--- config.mk ---
export PLATFORM = sky130hd
export DESIGN_NAME = cpu_sequencer
export DESIGN_NICKNAME = d
export VERILOG_FILES = /design/src/rtl/cpu_sequencer_pkg.sv /design/src/rtl/seq_timeout.sv /design/src/rtl/cpu_sequencer.sv
export SDC_FILE = /design/constraint.sdc
export NUM_CORES = 1
export LEC_CHECK = 0
export CORE_UTILIZATION = 45
export CTS_BUF_LIST = sky130_fd_sc_hd__clkbuf_8
export CTS_CLUSTER_DIAMETER = 120
export DETAILED_ROUTE_END_ITERATION = 16
export GPL_TIMING_DRIVEN = 1
export HOLD_SLACK_MARGIN = 0.05
export PLACE_DENSITY = 0.91
export SYNTH_ARGS = -nofsm -noshare
export SYNTH_HDL_FRONTEND = slang
export SYNTH_SLANG_ARGS = --single-unit
--- constraint.sdc ---
create_clock -name i_clk -period 3.15 [get_ports i_clk]
set_input_delay 0.63 -clock i_clk [delete_from_list [all_inputs] [get_ports i_clk]]
set_output_delay 0.63 -clock i_clk [all_outputs]
set_load 0.02 [all_outputs]
--- src/rtl/cpu_sequencer_pkg.sv ---
// cpu_sequencer_pkg: shared state and PC-select encodings for the 18-bit core sequencer.
//   Contents: seq_state_t, SEQ_IDLE..SEQ_FAULT state codes, and PCSEL_INC/BRANCH/JUMP select codes.
package cpu_sequencer_pkg;
   typedef logic [2:0] seq_state_t;
   localparam logic [2:0] SEQ_IDLE   = 3'd0;
   localparam logic [2:0] SEQ_FETCH  = 3'd1;
   localparam logic [2:0] SEQ_DECODE = 3'd2;
   localparam logic [2:0] SEQ_EXEC   = 3'd3;
   localparam logic [2:0] SEQ_MEM    = 3'd4;
   localparam logic [2:0] SEQ_WB     = 3'd5;
   localparam logic [2:0] SEQ_FAULT  = 3'd6;
   localparam logic [1:0] PCSEL_INC    = 2'b00;
   localparam logic [1:0] PCSEL_BRANCH = 2'b01;
   localparam logic [1:0] PCSEL_JUMP   = 2'b10;
endpackage

--- src/rtl/seq_timeout.sv ---
// seq_timeout: memory-handshake wait counter for the sequencer watchdog.
//   Ports: i_clk, i_rst_n (async, active-low), i_en (count one waiting cycle),
//          i_clr (return to 0), o_expired (count has reached TIMEOUT_CYCLES).
//   The counter never runs past TIMEOUT_CYCLES+1, because the sequencer leaves
//   the waiting state as soon as o_expired is seen with no ack.
module seq_timeout #(
   parameter int TIMEOUT_CYCLES = 15
) (
   input  logic i_clk,
   input  logic i_rst_n,
   input  logic i_en,
   input  logic i_clr,
   output logic o_expired
);
   logic [7:0] cnt;
   always_ff @(posedge i_clk or negedge i_rst_n)
      if (!i_rst_n) cnt <= '0;
      else cnt <= i_clr ? 8'd0 : i_en ? cnt + 8'd1 : cnt;
   assign o_expired = cnt == 8'(TIMEOUT_CYCLES);
endmodule

--- src/rtl/cpu_sequencer.sv ---
// cpu_sequencer: multi-cycle FETCH/DECODE/EXEC/MEM/WB control sequencer for the 18-bit core.
//   Inputs : i_clk, i_rst_n (async, active-low), i_run, i_clear_fault, decoder flags
//            (i_pc_src, i_branch, i_memRead, i_memWrite, i_regWrite), i_alu_zero,
//            i_imem_ack, i_dmem_ack.
//   Outputs: o_imem_req, o_dmem_req, o_dmem_we, o_ir_load, o_pc_en, o_pc_sel,
//            o_reg_we, o_busy, o_fault, o_state, o_retired_cnt.
//   Optional: define PERF_COUNTER_EN to build the retired-instruction counter;
//            otherwise o_retired_cnt is tied to 0.
//   All outputs are decoded from the state register and the ack inputs, so an
//   asynchronous reset forces every output to 0 without waiting for a clock.
module cpu_sequencer
   import cpu_sequencer_pkg::*;
#(
   parameter int TIMEOUT_CYCLES = 15,
   parameter int CNT_WIDTH      = 16
) (
   input  logic                 i_clk,
   input  logic                 i_rst_n,
   input  logic                 i_run,
   input  logic                 i_clear_fault,
   input  logic                 i_pc_src,
   input  logic                 i_branch,
   input  logic                 i_alu_zero,
   input  logic                 i_memRead,
   input  logic                 i_memWrite,
   input  logic                 i_regWrite,
   input  logic                 i_imem_ack,
   input  logic                 i_dmem_ack,
   output logic                 o_imem_req,
   output logic                 o_dmem_req,
   output logic                 o_dmem_we,
   output logic                 o_ir_load,
   output logic                 o_pc_en,
   output logic [1:0]           o_pc_sel,
   output logic                 o_reg_we,
   output logic                 o_busy,
   output logic                 o_fault,
   output logic [2:0]           o_state,
   output logic [CNT_WIDTH-1:0] o_retired_cnt
);
   seq_state_t state, state_nxt, ret_state;
   logic fetch, exec, mem, wb, fault, taken, mem_op, retire, wait_cyc, expired;
   assign fetch  = state == SEQ_FETCH;
   assign exec   = state == SEQ_EXEC;
   assign mem    = state == SEQ_MEM;
   assign wb     = state == SEQ_WB;
   assign fault  = state == SEQ_FAULT;
   assign taken  = i_branch & ~i_alu_zero;
   assign mem_op = i_memRead | i_memWrite;
   // Control-flow and NOP instructions finish in EXEC; stores finish on the
   // data ack; loads and ALU writes finish in WB.
   assign retire = (exec & (i_pc_src | i_branch | ~(mem_op | i_regWrite)))
                 | (mem & i_dmem_ack & ~i_memRead) | wb;
   // Only an outstanding request is timed; a stray ack elsewhere does nothing.
   assign wait_cyc  = (fetch & ~i_imem_ack) | (mem & ~i_dmem_ack);
   assign ret_state = i_run ? SEQ_FETCH : SEQ_IDLE;
   always_comb
      state_nxt = retire                  ? ret_state
                : state == SEQ_IDLE       ? (i_run ? SEQ_FETCH : SEQ_IDLE)
                : fetch                   ? (i_imem_ack ? SEQ_DECODE : expired ? SEQ_FAULT : SEQ_FETCH)
                : state == SEQ_DECODE     ? SEQ_EXEC
                : exec                    ? (mem_op ? SEQ_MEM : SEQ_WB)
                : mem                     ? (i_dmem_ack ? SEQ_WB : expired ? SEQ_FAULT : SEQ_MEM)
                : fault                   ? (i_clear_fault ? SEQ_IDLE : SEQ_FAULT)
                :                           SEQ_IDLE;
   always_ff @(posedge i_clk or negedge i_rst_n)
      if (!i_rst_n) state <= SEQ_IDLE;
      else state <= state_nxt;
   seq_timeout #(.TIMEOUT_CYCLES(TIMEOUT_CYCLES)) u_timeout (
      .i_clk     (i_clk),
      .i_rst_n   (i_rst_n),
      .i_en      (wait_cyc),
      .i_clr     (~wait_cyc),
      .o_expired (expired)
   );
   assign o_imem_req = fetch;
   assign o_ir_load  = fetch & i_imem_ack;
   assign o_dmem_req = mem;
   assign o_dmem_we  = mem & i_memWrite;
   assign o_pc_en    = (fetch & i_imem_ack) | (exec & (i_pc_src | taken));
   assign o_pc_sel   = (exec & i_pc_src) ? PCSEL_JUMP : (exec & taken) ? PCSEL_BRANCH : PCSEL_INC;
   assign o_reg_we   = wb;
   assign o_busy     = state != SEQ_IDLE && state <= SEQ_WB;
   assign o_fault    = fault;
   assign o_state    = state;
`ifdef PERF_COUNTER_EN
   logic [CNT_WIDTH-1:0] retired_cnt;
   always_ff @(posedge i_clk or negedge i_rst_n)
      if (!i_rst_n) retired_cnt <= '0;
      else if (retire) retired_cnt <= retired_cnt + 1'b1;
   assign o_retired_cnt = retired_cnt;
`else
   assign o_retired_cnt = '0;
`endif
endmodule
Figure 1. Cells colored by class.
Scale: 10 px per µm.
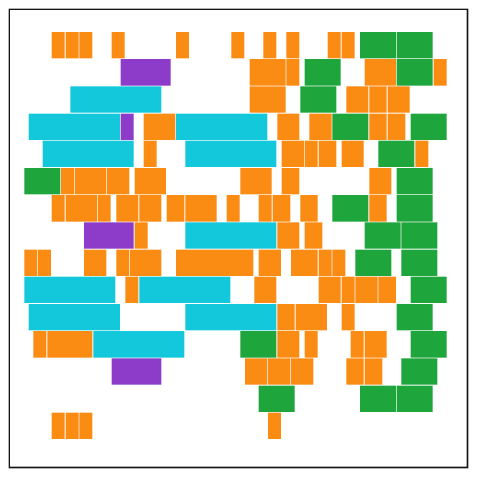
- orange: all other logic (cells 85; share of their area 46%)
- green: other buffers and delay cells (cells 24; share of their area 23%)
- purple: clock drivers and dummy loads (cells 4; share of their area 4.3%)
- cyan: flip-flops (cells 11; share of their area 27%)

==> out/results.txt <==
status = finished, final reports clean
grt ovf = 0
clock buffer depth = 2
post-DP HPWL = 1360 µm
hold bufs inserted after CTS = 0
Hold Crit Class = flop to flop
post-synthesis cell area = 858 µm²
Post-CTS Resized = 0
Commonest flop = dfrtp_1
final setup TNS = 0 ps
Syn Area/Cell = 8.41 µm²
startpoint types = primary input
Fin. Hold Viols = 0
DP Worst Slack = 467 ps
Clock Pin Slew Worst Setup and Hold Paths = 50 ps
Max FO, Critical Path = 5
min cycle time layout = 2690 ps
Total GRT Usage = 0.190
FP Rows = 15
Crit-path slowest cell = clkdlybuf4s50_1
post-layout power = 716 µW
Post-Layout Cell Count = 149
WP buf/inv = 2
critical-path cell list = clkdlybuf4s50_1 -> o21ai_0 -> a21oi_1 -> clkdlybuf4s50_1
diode count = 0
clock root buffer master = clkbuf_8
Post-route DRC = 0
slowest stage delay, CP = 620 ps
top cell type by total area after synthesis = dfrtp_1
cell family with the largest share of critical-path delay = buffers and inverters
die height = 45.7 µm
Chip Area, Yosys = 858 µm²
WP data required = 2520 ps
starting DRC count in detailed routing = 11
Post-Syn Instances = 102
largest net degree at the start of global routing = 19
CTS Sinks = 11
Setup Fix Bufs, Post-CTS = 0
Critical Path AT = 2060 ps
sequential fraction of the synthesis area = 0.321
GP Congestion = 0.889
EDFF count, synth = 0
Initial Util = 0.487
Max H-tree Level = 1
# IOs = 41
flops out of synthesis = 11
Die ar. = 2090 µm²
nets@finish = 138
drt total wl = 1750 µm
drt wl/cell = 11.8 µm
core region area = 1760 µm²
biggest area cells = dfrtp_1 (32%), buf_4 (16%), nor2_1 (5.2%), xor2_1 (4.1%), and3_1 (3.6%)
Post-synth ARST share = 1.00
die width = 45.7 µm
slack of the critical path = 458 ps
RSZ-0062 raised after global routing = false
Worst setup EP type = output port
Top cell by count, worst path = clkdlybuf4s50_1
# placed instances = 145
Num CTS Buffers = 3
Crit Path Category = primary input to output port
Clock Skews = 1.26 ps
synth unique cells = 31
vias in the first global route = 668
YS warnings = 0
Tool Warnings = 26
clk_lat worst skew = 230 ps
routed vias = 733
# Max-Cap Violations = 0
yosys cell count = 102
layout cell share with drive strength beyond 1 = 0.0484
# setup viols final = 0
fin. max-slew vios = 0
Port Buffers = 24
Dominant cell area share = 0.321
final core occ = 0.606
initial antenna violation count = 0
Area Overhead vs Synth = 24.5%
first-pass GRT wire length = 2790 µm
PwrDens = 670 nW/µm²
antenna-violating nets left = 0
post-DR vias/cell = 4.92
Max Freq = 371 MHz
Pre-antenna DRT Iters = 4
Static Leak = 0.484 nW
final period utilization = 0.855
Peak VDD IR = 399 µV
TritonCTS clock tree = yes
Figure 2. Wire density map.
Scale: 8 px per µm. 9 x 9 tiles, from dark purple (low) to yellow (high), scaled to the fullest tile. Values are wire area over tile area, all layers added.
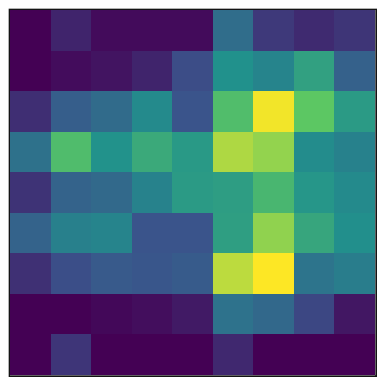
- nearly empty tiles: 14%
- mean over tiles: 0.14
- fullest tile: 0.42
- densest ninth of the die: east
- emptiest ninth of the die: south-west

-- routing by layer --
layer	vias to the layer above	wire length, µm	track usage
met2	32	891	0.334
li1	354	-	-
met3	0	142	0.0317
met4	0	0	0.115
met1	347	720	0.211
met5	-	0	0
-- synthesized netlist by cell type (2+ instances only) --
cell / instances
buf_6: 2
and3_1: 5
xnor2_1: 2
and2_1: 3
nor3_1: 4
nand3_1: 2
o21ai_1: 2
a21oi_1: 4
xor2_1: 4
nand2b_1: 5
o22ai_1: 3
dfrtp_1: 11
inv_1: 5
o21ai_0: 2
nor2_1: 12
nor2b_1: 2
buf_4: 18
nand2_1: 3
-- area by class of cell --
type / count / area (µm²)
fill: 168 / 696
tap: 25 / 31.3
inverter: 5 / 18.8
clock buffer: 3 / 41.3
clock inverter: 1 / 3.75
sequential: 11 / 275
multi-input combinational: 80 / 458
timing repair buffer: 24 / 240
-- per-stage QoR --
| stage | instance area, µm² | hold slack, ps |
|---|---|---|
| final | 1070 | 452 |
| after floorplan | 915 | 334 |
| after global placement | 1020 | 438 |
| after CTS | 1070 | 458 |
| after global routing | 1070 | 485 |
| after detailed placement | 1020 | 452 |
-- report_power, final --
part / total, mW / leakage [nW] / switching (mW) / internal, mW
clock network: 0.131 / 0.0269 / 0.0462 / 0.0849
logic: 0.364 / 0.308 / 0.192 / 0.172
registers: 0.221 / 0.149 / 0.0572 / 0.164
-- cell families after synthesis --
logic type | count (synthesis) | synth area share
fa+ha+maj | 1 | 0.0146
other cells | 1 | 0.00437
mux | 1 | 0.0117
compound gates | 15 | 0.106
flops | 11 | 0.321
simple gates | 41 | 0.270
xor+xnor | 6 | 0.0612
buf+inv | 26 | 0.211
-- flip-flops by register name, summed over array words and instances (netlist names) --
| register | cells |
|---|---|
| u_timeout.cnt | 8 |
| o_state | 3 |
-- cells in the final DEF, fill, tap and decap left out --
cell type and instances:
inv_1 6, a21oi_1 4, mux2i_1 1, o21ai_0 2, and2_1 3, o21ai_1 2
and3_1 5, clkdlybuf4s50_1 24, nor4_4 1, a31oi_1 1, nand2_1 3, nand2b_1 5
xor2_1 4, a222oi_1 1, nor2_1 12, a21o_1 1, nor4b_1 1, conb_1 16
ha_1 1, nand3_1 2, a2bb2oi_1 1, clkbuf_8 3, and2b_2 1, nand2_2 1
o22ai_1 3, nand4_1 1, nor2b_1 2, xnor2_1 2, dfrtp_1 11, nor3_1 4
-- worst reg2reg max path: stages, from the launching register on --
cell,delay [ps]
dfrtp_1,650
nand2b_1,260
a2bb2oi_1,190
o22ai_1,90
and3_1,200
-- worst paths after layout --
path / end / start / cells after the start / slack, ps
setup / recovery: o_pc_en / i_imem_ack / 4 / 460
hold / removal: u_timeout.cnt[0]$_DFF_PN0_ / u_timeout.cnt[0]$_DFF_PN0_ / 1 / 450
setup reg to reg: o_state[1]$_DFF_PN0_ / o_state[1]$_DFF_PN0_ / 4 / 1640
hold reg to reg: u_timeout.cnt[0]$_DFF_PN0_ / u_timeout.cnt[0]$_DFF_PN0_ / 1 / 450
max in group asynchronous: o_state[0]$_DFF_PN0_ / i_rst_n / 1 / 2110
min in group asynchronous: u_timeout.cnt[1]$_DFF_PN0_ / i_rst_n / 1 / 720
Power is estimated from default activity; no workload was simulated.
